Fig. 1: metal 1
Supply wires on this layer in grey.
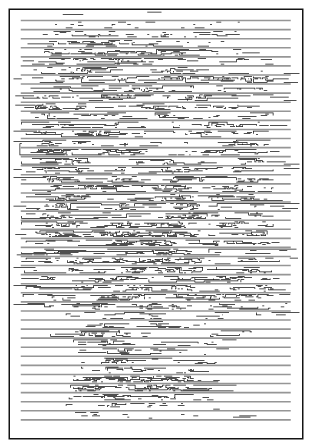
Fig. 2: met2 routing
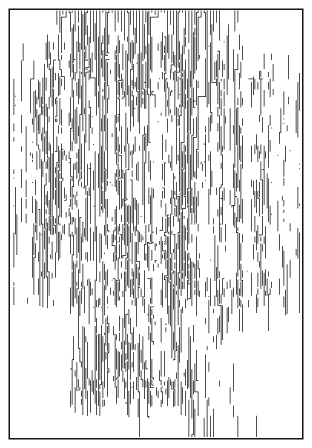
File: src/rtl/serial_mem_bridge_if.sv
// Bus bundle between serial_mem_bridge and its UART / processor neighbours.
// The master side is the bridge and the slave side is the environment, meaning the UART and the memory port.
interface serial_mem_bridge_if;
    logic [7:0]  RX;
    logic        hasRX;
    logic        rxError;
    logic        TX_ready;
    logic [7:0]  TX;
    logic        start_TX;
    logic        pause;
    logic        externalMemoryControl;
    logic [31:0] externalAddress;
    logic [31:0] externalData;
    logic [2:0]  externalWriteMode;
    logic [2:0]  externalReadMode;
    logic [31:0] externalDataOut;

    modport master (
        input  RX, hasRX, rxError, TX_ready, externalDataOut,
        output TX, start_TX, pause, externalMemoryControl,
               externalAddress, externalData, externalWriteMode, externalReadMode
    );

    modport slave (
        output RX, hasRX, rxError, TX_ready, externalDataOut,
        input  TX, start_TX, pause, externalMemoryControl,
               externalAddress, externalData, externalWriteMode, externalReadMode
    );
endinterface

File: src/rtl/serial_mem_bridge.sv
// Parses host byte commands (W/R/P/G) from the UART and performs word accesses on the
// processor's external memory port, replying with ACK/NAK or read-data bytes.
module serial_mem_bridge #(
    parameter int       ADDR_BYTES     = 4,
    parameter int       DATA_BYTES     = 4,
    parameter logic [2:0] WRITE_MODE   = 3'd3,
    parameter logic [2:0] READ_MODE    = 3'd3,
    parameter int       READ_LATENCY   = 1,
    parameter int       TIMEOUT_CYCLES = 250000
) (
    input  logic              clk,
    input  logic              rst,
    serial_mem_bridge_if.master bus
);
    localparam int AW = 8 * ADDR_BYTES;
    localparam int DW = 8 * DATA_BYTES;
    localparam logic [31:0] AMASK = 32'((64'd1 << AW) - 64'd1);
    localparam logic [31:0] DMASK = 32'((64'd1 << DW) - 64'd1);
    localparam int TW = $clog2(TIMEOUT_CYCLES + 1);
    localparam int LW = $clog2(READ_LATENCY + 1);

    localparam logic [7:0] OP_W = 8'h57;
    localparam logic [7:0] OP_R = 8'h52;
    localparam logic [7:0] OP_P = 8'h50;
    localparam logic [7:0] OP_G = 8'h47;
    localparam logic [7:0] ACK  = 8'h06;
    localparam logic [7:0] NAK  = 8'h15;

    typedef enum logic [2:0] {
        S_IDLE, S_ADDR, S_DATA, S_MEM_WR, S_MEM_RD, S_TX_LOAD, S_TX_WAIT
    } state_e;

    state_e      state_q, state_d;
    logic [31:0] addr_q, addr_d;
    logic [31:0] data_q, data_d;
    logic [2:0]  byte_cnt_q, byte_cnt_d;
    logic [LW-1:0] lat_cnt_q, lat_cnt_d;
    logic [TW-1:0] tmo_cnt_q, tmo_cnt_d;
    logic [1:0]  wait_cnt_q, wait_cnt_d;
    logic [2:0]  tx_left_q, tx_left_d;
    logic        is_write_q, is_write_d;
    logic        latch_q, latch_d;
    logic [7:0]  tx_q, tx_d;
    logic        pause_q, pause_d;
    logic        ctrl_q, ctrl_d;
    logic [2:0]  wmode_q, wmode_d;
    logic [2:0]  rmode_q, rmode_d;
    logic        reply_now;
    logic [7:0]  reply_byte;
    logic        in_mem;

    always_comb begin
        // NOTE: every variable gets a default first so no path leaves one unassigned (no latches).
        state_d    = state_q;
        addr_d     = addr_q;
        data_d     = data_q;
        byte_cnt_d = byte_cnt_q;
        lat_cnt_d  = lat_cnt_q;
        tmo_cnt_d  = '0;
        wait_cnt_d = wait_cnt_q;
        tx_left_d  = tx_left_q;
        is_write_d = is_write_q;
        latch_d    = latch_q;
        tx_d       = tx_q;
        reply_now  = 1'b0;
        reply_byte = ACK;

        unique case (state_q)
            S_IDLE: begin
                if (bus.rxError) begin
                    reply_now  = 1'b1;
                    reply_byte = NAK;
                end else if (bus.hasRX) begin
                    unique case (bus.RX)
                        OP_W, OP_R: begin
                            state_d    = S_ADDR;
                            is_write_d = (bus.RX == OP_W);
                            addr_d     = '0;
                            byte_cnt_d = '0;
                        end
                        OP_P: begin latch_d = 1'b1; reply_now = 1'b1; end
                        OP_G: begin latch_d = 1'b0; reply_now = 1'b1; end
                        default: begin reply_now = 1'b1; reply_byte = NAK; end
                    endcase
                end
            end
            S_ADDR, S_DATA: begin
                if (bus.rxError) begin
                    reply_now  = 1'b1;
                    reply_byte = NAK;
                end else if (bus.hasRX) begin
                    byte_cnt_d = byte_cnt_q + 3'd1;
                    if (state_q == S_ADDR) begin
                        addr_d = {addr_q[23:0], bus.RX} & AMASK;
                        if (byte_cnt_q == 3'(ADDR_BYTES - 1)) begin
                            byte_cnt_d = '0;
                            lat_cnt_d  = '0;
                            data_d     = is_write_q ? 32'h0 : data_q;
                            state_d    = is_write_q ? S_DATA : S_MEM_RD;
                        end
                    end else begin
                        data_d = {data_q[23:0], bus.RX} & DMASK;
                        if (byte_cnt_q == 3'(DATA_BYTES - 1)) begin
                            byte_cnt_d = '0;
                            state_d    = S_MEM_WR;
                        end
                    end
                end else if (tmo_cnt_q == TW'(TIMEOUT_CYCLES - 1)) begin
                    // Gap too long: drop the partial command silently.
                    state_d    = S_IDLE;
                    byte_cnt_d = '0;
                end else begin
                    tmo_cnt_d = tmo_cnt_q + TW'(1);
                end
            end
            S_MEM_WR: reply_now = 1'b1;
            S_MEM_RD: begin
                if (lat_cnt_q == LW'(READ_LATENCY - 1)) begin
                    data_d    = bus.externalDataOut & DMASK;
                    state_d   = S_TX_LOAD;
                    tx_d      = data_d[DW-1 -: 8];
                    tx_left_d = 3'(DATA_BYTES);
                end else begin
                    lat_cnt_d = lat_cnt_q + LW'(1);
                end
            end
            S_TX_LOAD: begin
                if (bus.TX_ready) begin
                    state_d    = S_TX_WAIT;
                    wait_cnt_d = '0;
                    tx_left_d  = tx_left_q - 3'd1;
                    data_d     = (data_q << 8) & DMASK;
                end
            end
            S_TX_WAIT: begin
                // The UART may still report ready right after the strobe, so skip two cycles.
                if (wait_cnt_q != 2'd2) begin
                    wait_cnt_d = wait_cnt_q + 2'd1;
                end else if (bus.TX_ready) begin
                    if (tx_left_q != 3'd0) begin
                        state_d = S_TX_LOAD;
                        tx_d    = data_q[DW-1 -: 8];
                    end else begin
                        state_d = S_IDLE;
                    end
                end
            end
            default: state_d = S_IDLE;
        endcase

        if (reply_now) begin
            state_d   = S_TX_LOAD;
            tx_d      = reply_byte;
            tx_left_d = 3'd1;
        end

        in_mem  = (state_d == S_MEM_WR) || (state_d == S_MEM_RD);
        pause_d = latch_d | in_mem;
        ctrl_d  = in_mem;
        wmode_d = (state_d == S_MEM_WR) ? WRITE_MODE : 3'd0;
        rmode_d = (state_d == S_MEM_RD) ? READ_MODE  : 3'd0;
    end

    // NOTE: sequential state uses non-blocking assignments so all flops update together at the edge.
    always_ff @(posedge clk or posedge rst) begin
        if (rst) begin
            state_q    <= S_IDLE;
            addr_q     <= '0;
            data_q     <= '0;
            byte_cnt_q <= '0;
            lat_cnt_q  <= '0;
            tmo_cnt_q  <= '0;
            wait_cnt_q <= '0;
            tx_left_q  <= '0;
            is_write_q <= 1'b0;
            latch_q    <= 1'b0;
            tx_q       <= '0;
            pause_q    <= 1'b0;
            ctrl_q     <= 1'b0;
            wmode_q    <= '0;
            rmode_q    <= '0;
        end else begin
            state_q    <= state_d;
            addr_q     <= addr_d;
            data_q     <= data_d;
            byte_cnt_q <= byte_cnt_d;
            lat_cnt_q  <= lat_cnt_d;
            tmo_cnt_q  <= tmo_cnt_d;
            wait_cnt_q <= wait_cnt_d;
            tx_left_q  <= tx_left_d;
            is_write_q <= is_write_d;
            latch_q    <= latch_d;
            tx_q       <= tx_d;
            pause_q    <= pause_d;
            ctrl_q     <= ctrl_d;
            wmode_q    <= wmode_d;
            rmode_q    <= rmode_d;
        end
    end

    assign bus.TX                    = tx_q;
    assign bus.start_TX              = (state_q == S_TX_LOAD) && bus.TX_ready;
    assign bus.pause                 = pause_q;
    assign bus.externalMemoryControl = ctrl_q;
    assign bus.externalAddress       = addr_q;
    assign bus.externalData          = data_q;
    assign bus.externalWriteMode     = wmode_q;
    assign bus.externalReadMode      = rmode_q;
endmodule
File: src/flat_wrapper.sv
// flat-port wrapper written by rule: the top's interface ports become plain ports
module serial_mem_bridge_flat 
#(
    parameter int       ADDR_BYTES     = 4,
    parameter int       DATA_BYTES     = 4,
    parameter logic [2:0] WRITE_MODE   = 3'd3,
    parameter logic [2:0] READ_MODE    = 3'd3,
    parameter int       READ_LATENCY   = 1,
    parameter int       TIMEOUT_CYCLES = 250000
)
  (clk, rst, bus_RX, bus_hasRX, bus_rxError, bus_TX_ready, bus_externalDataOut, bus_TX, bus_start_TX, bus_pause, bus_externalMemoryControl, bus_externalAddress, bus_externalData, bus_externalWriteMode, bus_externalReadMode);
  serial_mem_bridge_if bus_i ();
  input  logic clk;
  input  logic rst;
  input wire logic [$bits(bus_i.RX)-1:0] bus_RX;
  input wire logic [$bits(bus_i.hasRX)-1:0] bus_hasRX;
  input wire logic [$bits(bus_i.rxError)-1:0] bus_rxError;
  input wire logic [$bits(bus_i.TX_ready)-1:0] bus_TX_ready;
  input wire logic [$bits(bus_i.externalDataOut)-1:0] bus_externalDataOut;
  output wire logic [$bits(bus_i.TX)-1:0] bus_TX;
  output wire logic [$bits(bus_i.start_TX)-1:0] bus_start_TX;
  output wire logic [$bits(bus_i.pause)-1:0] bus_pause;
  output wire logic [$bits(bus_i.externalMemoryControl)-1:0] bus_externalMemoryControl;
  output wire logic [$bits(bus_i.externalAddress)-1:0] bus_externalAddress;
  output wire logic [$bits(bus_i.externalData)-1:0] bus_externalData;
  output wire logic [$bits(bus_i.externalWriteMode)-1:0] bus_externalWriteMode;
  output wire logic [$bits(bus_i.externalReadMode)-1:0] bus_externalReadMode;
  assign bus_i.RX = bus_RX;
  assign bus_i.hasRX = bus_hasRX;
  assign bus_i.rxError = bus_rxError;
  assign bus_i.TX_ready = bus_TX_ready;
  assign bus_i.externalDataOut = bus_externalDataOut;
  assign bus_TX = bus_i.TX;
  assign bus_start_TX = bus_i.start_TX;
  assign bus_pause = bus_i.pause;
  assign bus_externalMemoryControl = bus_i.externalMemoryControl;
  assign bus_externalAddress = bus_i.externalAddress;
  assign bus_externalData = bus_i.externalData;
  assign bus_externalWriteMode = bus_i.externalWriteMode;
  assign bus_externalReadMode = bus_i.externalReadMode;
  serial_mem_bridge #(.ADDR_BYTES(ADDR_BYTES), .DATA_BYTES(DATA_BYTES), .WRITE_MODE(WRITE_MODE), .READ_MODE(READ_MODE), .READ_LATENCY(READ_LATENCY), .TIMEOUT_CYCLES(TIMEOUT_CYCLES)) u_core (.clk(clk), .rst(rst), .bus(bus_i));
endmodule
File: config.mk
export PLATFORM = sky130hd
export DESIGN_NAME = serial_mem_bridge_flat
export DESIGN_NICKNAME = d
export VERILOG_FILES = /design/src/rtl/serial_mem_bridge_if.sv /design/src/rtl/serial_mem_bridge.sv /design/src/flat_wrapper.sv
export SDC_FILE = /design/constraint.sdc
export NUM_CORES = 1
export LEC_CHECK = 0
export CORE_ASPECT_RATIO = 1.5
export CORE_MARGIN = 3
export CORE_UTILIZATION = 54
export DETAILED_ROUTE_END_ITERATION = 12
export PLACE_DENSITY = 0.86
export SYNTH_ARGS = -nofsm -noshare
export SYNTH_HDL_FRONTEND = slang
export SYNTH_SLANG_ARGS = --single-unit
File: constraint.sdc
create_clock -name clk -period 6.8 [get_ports clk]
set_clock_uncertainty 0.2 [all_clocks]
set_input_delay 1.36 -clock clk [delete_from_list [all_inputs] [get_ports clk]]
set_output_delay 1.36 -clock clk [all_outputs]
set_load 0.03 [all_outputs]
==> run_results.csv <==
group,metric,value,unit
power_and_ir_drop,pwr-share-comb,0.525,
global_route,met1_usage,0.303,
hold_path,hold_depth,1,
clocking,clkLatencyLatePin,0.36,ns
clocking,numCtsBuffers,9,
floorplanning,chipHeight,128,um
clocking,cts_buffer_depth,2,
worst_setup_path,crit_top_cell,"clkdlybuf4s50_1",
clocking,clk_root_buffer_cell,"clkbuf_16",
finish,fin_util,0.713,
placement,pre_cts_slack,2.15,ns
route,met3_length,662,um
synth,ys_top_logic_family,"AND-OR/OR-AND gates",
finish,drive_above_1_share,0.0928,
floorplanning,rows,44,
sta,worst_pin_slew,1.26,ns
route,routedWlPerCell,17.4,um
route,wl_met1,5.20,mm
worst_setup_path,timing_worst_setup_path_type,"in -> out",
floorplanning,chip_area,11200,um2
sta,whs,0.270,ns
synth,synth-edff-count,0,
status,status,"complete, no violations",
sta,maxSlewHeadroom,0.158,
global_route,grt_usage,0.253,
run,warnings,27,
synth,synthXorXnorAreaFrac,0.0293,
power_and_ir_drop,p_switching,1.52,mW
hold_path,min-delay-start,"u_core.tmo_cnt_q[0]",
power_and_ir_drop,maxPowerGroup,"combinational cells",
synth,ys_cells,575,
worst_setup_path,start_kind,"input port",
clocking,cts.htree.levels,3,
power_and_ir_drop,p_clk_frac,0.159,
worst_setup_path,critPathMaxStageDelay,0.69,ns
worst_setup_path,worstSetupEndpoint,"bus_start_TX",
global_route,gr-usage-met2,0.423,
finish,n_antenna_cell,0,
worst_setup_path,end_kind,"output pin",
global_route,antenna_found_initial,0,
sta,fin_ws,2.10,ns
placement,dp.cells,778,
floorplanning,fp.dieW,87.5,um
route,drt_iter0_markers,348,
worst_setup_path,reg2regPathDepth,5,
sta,tns,0,ns
placement,io_buffer_count,123,
worst_setup_path,cpLargestDelayFamily,"buffers and inverters",
clocking,postCtsSetupBuffers,0,
sta,max_freq,213,MHz
route,viasPerCell,5.96,
clocking,cts_tree,"built",
synth,ys_types,61,
placement,place.gp.congestion,0.877,
placement,hpwl,9.75,mm
sta,post-route-min-period,4.70,ns
finish,layout.nets,724,
global_route,gr-usage-met3,0.0412,
power_and_ir_drop,seq_cell_power,1.07,mW
route,maxUsedRoutingLayer,"met4",
sta,drv_slew,0,
route,vias,4732,
sta,setup_violations,0,
synth,aoi_share,0.202,
synth,yosysWarnings,0,
synth,ff_type,"dfrtp_1",
global_route,grt_pass1_vias,4627,
synth,synth_area,5380,um2
route,wirelength,13.8,mm
placement,placed_area,6600,um2
global_route,grt_pass1_wl,22.2,mm
clocking,clkSinkCount,107,
synth,ys_seq_elements,107,
## Picture notes: Fig. 1
longest straight run: 28.5 um
wire length on this layer: 5200 um
share of all routed wire: 38%
main direction: horizontal

## Picture notes: Fig. 2
wire length on this layer: 7260 um
share of all routed wire: 53%
nets with wire on the layer: 644
longest straight run: 61.6 um

[synth_stat cells, drive strengths merged (7+ instances only)]
| library cell | number | area share |
|---|---|---|
| dfrtp | 107 | 0.50 |
| nand2 | 93 | 0.065 |
| nor2 | 63 | 0.044 |
| a21oi | 51 | 0.047 |
| o21ai | 43 | 0.060 |
| a22oi | 32 | 0.045 |
| clkbuf | 23 | 0.016 |
| buf | 17 | 0.026 |
| inv | 17 | 0.012 |
| nand3 | 17 | 0.016 |
| xor2 | 11 | 0.018 |
| nand4 | 9 | 0.010 |
| nor2b | 7 | 0.0081 |
| xnor2 | 7 | 0.011 |
[area by class of cell]
type,count,area (um2)
fill,707,2790
sequential,107,2680
multi-input combinational,412,2450
timing repair buffer,127,1260
clock buffer,11,243
tap,115,144
inverter,17,66.3
clock inverter,5,61.3
[placed cells by master (no fill, tap or decap), types with 5 or more instances in the layout]
cell type          n
clkdlybuf4s50_1  123
xnor2_1            7
inv_1             16
nand4_1            9
nor2b_1            7
nand2_1           92
ha_1               5
a21oi_1           50
nand3_1           17
o21ai_2           28
a22oi_1           32
o21ai_0            8
o21ai_1            7
clkbuf_16          9
dfrtp_1          107
xor2_1            11
nor2_1            62
[state kept, by name, summed over array words and instances (netlist names)]
signal / count
u_core.byte_cnt_q: 3
u_core.bus.externalWriteMode: 1
u_core.bus.externalData: 32
u_core.bus.externalMemoryControl: 1
u_core.bus.pause: 1
u_core.tmo_cnt_q: 18
u_core.bus.externalAddress: 32
u_core.state_q: 3
u_core.bus.TX: 8
u_core.wait_cnt_q: 2
u_core.bus.externalReadMode: 1
u_core.is_write_q: 1
u_core.latch_q: 1
u_core.tx_left_q: 3
Power is estimated from default activity; no workload was simulated.
